### config.mk
export PLATFORM = sky130hd
export DESIGN_NAME = sim_byte_fifo
export DESIGN_NICKNAME = d
export VERILOG_FILES = /design/src/rtl/sim_ft2232_fifo_model_byte_fifo.sv
export SDC_FILE = /design/constraint.sdc
export NUM_CORES = 2
export LEC_CHECK = 0
export ABC_AREA = 0
export CAP_MARGIN = 20
export CORE_ASPECT_RATIO = 2
export CORE_MARGIN = 4
export CORE_UTILIZATION = 40
export CTS_CLUSTER_DIAMETER = 60
export DETAILED_ROUTE_END_ITERATION = 16
export GPL_ROUTABILITY_DRIVEN = 0
export SYNTH_ARGS = -nofsm -noshare
export SYNTH_HDL_FRONTEND = slang
export SYNTH_SLANG_ARGS = --single-unit
### constraint.sdc
create_clock -name clk -period 4.2 [get_ports clk]
set_input_delay 0.42 -clock clk [delete_from_list [all_inputs] [get_ports clk]]
set_output_delay 0.42 -clock clk [all_outputs]
set_load 0.05 [all_outputs]
### src/rtl/sim_ft2232_fifo_model_byte_fifo.sv
// Synchronous first-word-fall-through byte FIFO with occupancy count.
module sim_byte_fifo #(
  parameter int DEPTH  = 512,
  parameter int DATA_W = 8,
  parameter int AW     = $clog2(DEPTH)
) (
  input  logic              clk,
  input  logic              rst,
  input  logic              push,
  input  logic [DATA_W-1:0] push_data,
  input  logic              pop,
  output logic [DATA_W-1:0] head,
  output logic              full,
  output logic              empty,
  output logic [AW:0]       count
);

  logic [DATA_W-1:0] mem [DEPTH];
  logic [AW-1:0]     wr_ptr;
  logic [AW-1:0]     rd_ptr;
  logic              do_push;
  logic              do_pop;

  assign full    = (count == (AW+1)'(DEPTH));
  assign empty   = (count == '0);
  assign do_push = push && !full;
  assign do_pop  = pop && !empty;
  assign head    = mem[rd_ptr];

  always_ff @(posedge clk) begin
    if (rst) begin
      wr_ptr <= '0;
      rd_ptr <= '0;
      count  <= '0;
    end else begin
      if (do_push) wr_ptr <= wr_ptr + AW'(1);
      if (do_pop)  rd_ptr <= rd_ptr + AW'(1);
      count <= count + (AW+1)'(do_push) - (AW+1)'(do_pop);
    end
  end

  // Storage is data only; a reset just empties the FIFO via the pointers.
  always_ff @(posedge clk) begin
    if (do_push) mem[wr_ptr] <= push_data;
  end

endmodule

==> images/met2.png <==
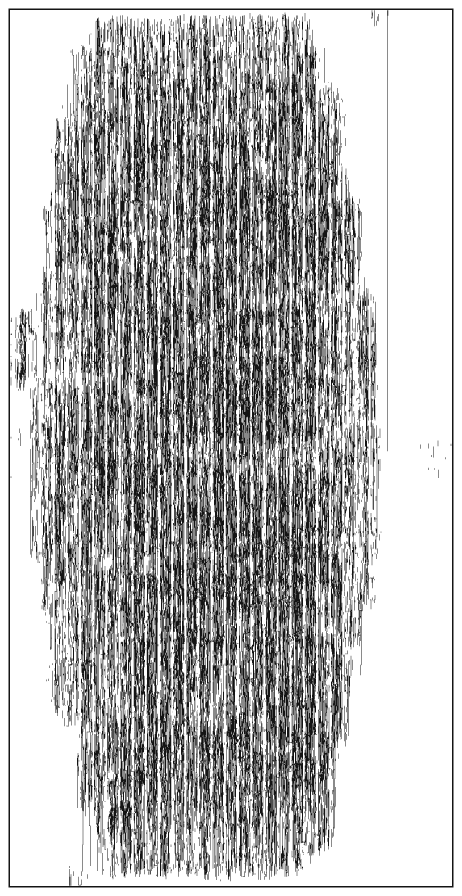
longest straight run	454 µm
main direction	vertical
nets with wire on the layer	8219

==> images/final_clocks.png <==
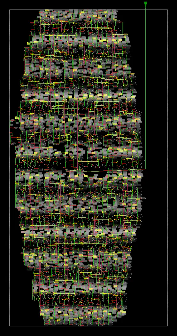
clk sinks: 4133
Latency at later pin: 1.00 ns
clk_skew: 0.06144 ns
clock-net power: 0.0328 W
CLK BUF: 409

==> summary.txt <==
impl run done, here's what came out: Post-CTS Setup Bufs=108, clock buffer depth=4, Top non-seq family=multiplexers, final-report setup violation count=8, Yosys top cell by instances=edfxtp_1, R2R cell count=10, non-filler cells, final=14580, YS warnings=0, GR Layer Usage met2=43.44%, Via density=5.936, Starting Density=40.13%, final hold viol count=0, FF+latch area=0.1238 mm², number of enable flip-flop cells=4096, most frequent logic cell in the layout=edfxtp_1, yosys simple share=2.779%, syn_nets=7682, worst-margin pin slew=1.093 ns, largest net degree at the start of global routing=146, Comb area=0.03516 mm², failing checks=setup timing, total track usage=24.99%, GRT met1 Usage=27.19%, status=complete, but fails checks, drt drc=0, worst setup margin=-0.8060 ns, worst-path maximum fanout=13, WL met3=38190 µm, final core occ=48.16%, synthesis area per yosys=0.1599 mm², Post-layout nets=9037, worst rel slew slack=26.84%, Place WS=-0.9127 ns, clock tree root driver cell=clkbuf_16, vias in the first global route=88570
registers in the layout (all words and copies together) (netlist names), named ones only:
signal / cells
mem: 4096
wr_ptr: 9
count: 10
rd_ptr: 9
where the power goes:
part	total (W)	internal, W	switching, W
Sequential	0.0454	0.0454	0.0000620
Clock	0.0328	0.0176	0.0152
Combinational	0.0142	0.00677	0.00747
final cells by class:
cell class	count	area share, %
Sequential cell	4133	64.49
Multi-Input combinational cell	3026	18.32
Timing Repair Buffer	1466	7.802
Clock buffer	409	4.690
Tap cell	5280	3.442
Clock inverter	220	1.174
Inverter	26	0.05607
Antenna cell	20	0.02608
Power is estimated from default activity; no workload was simulated.
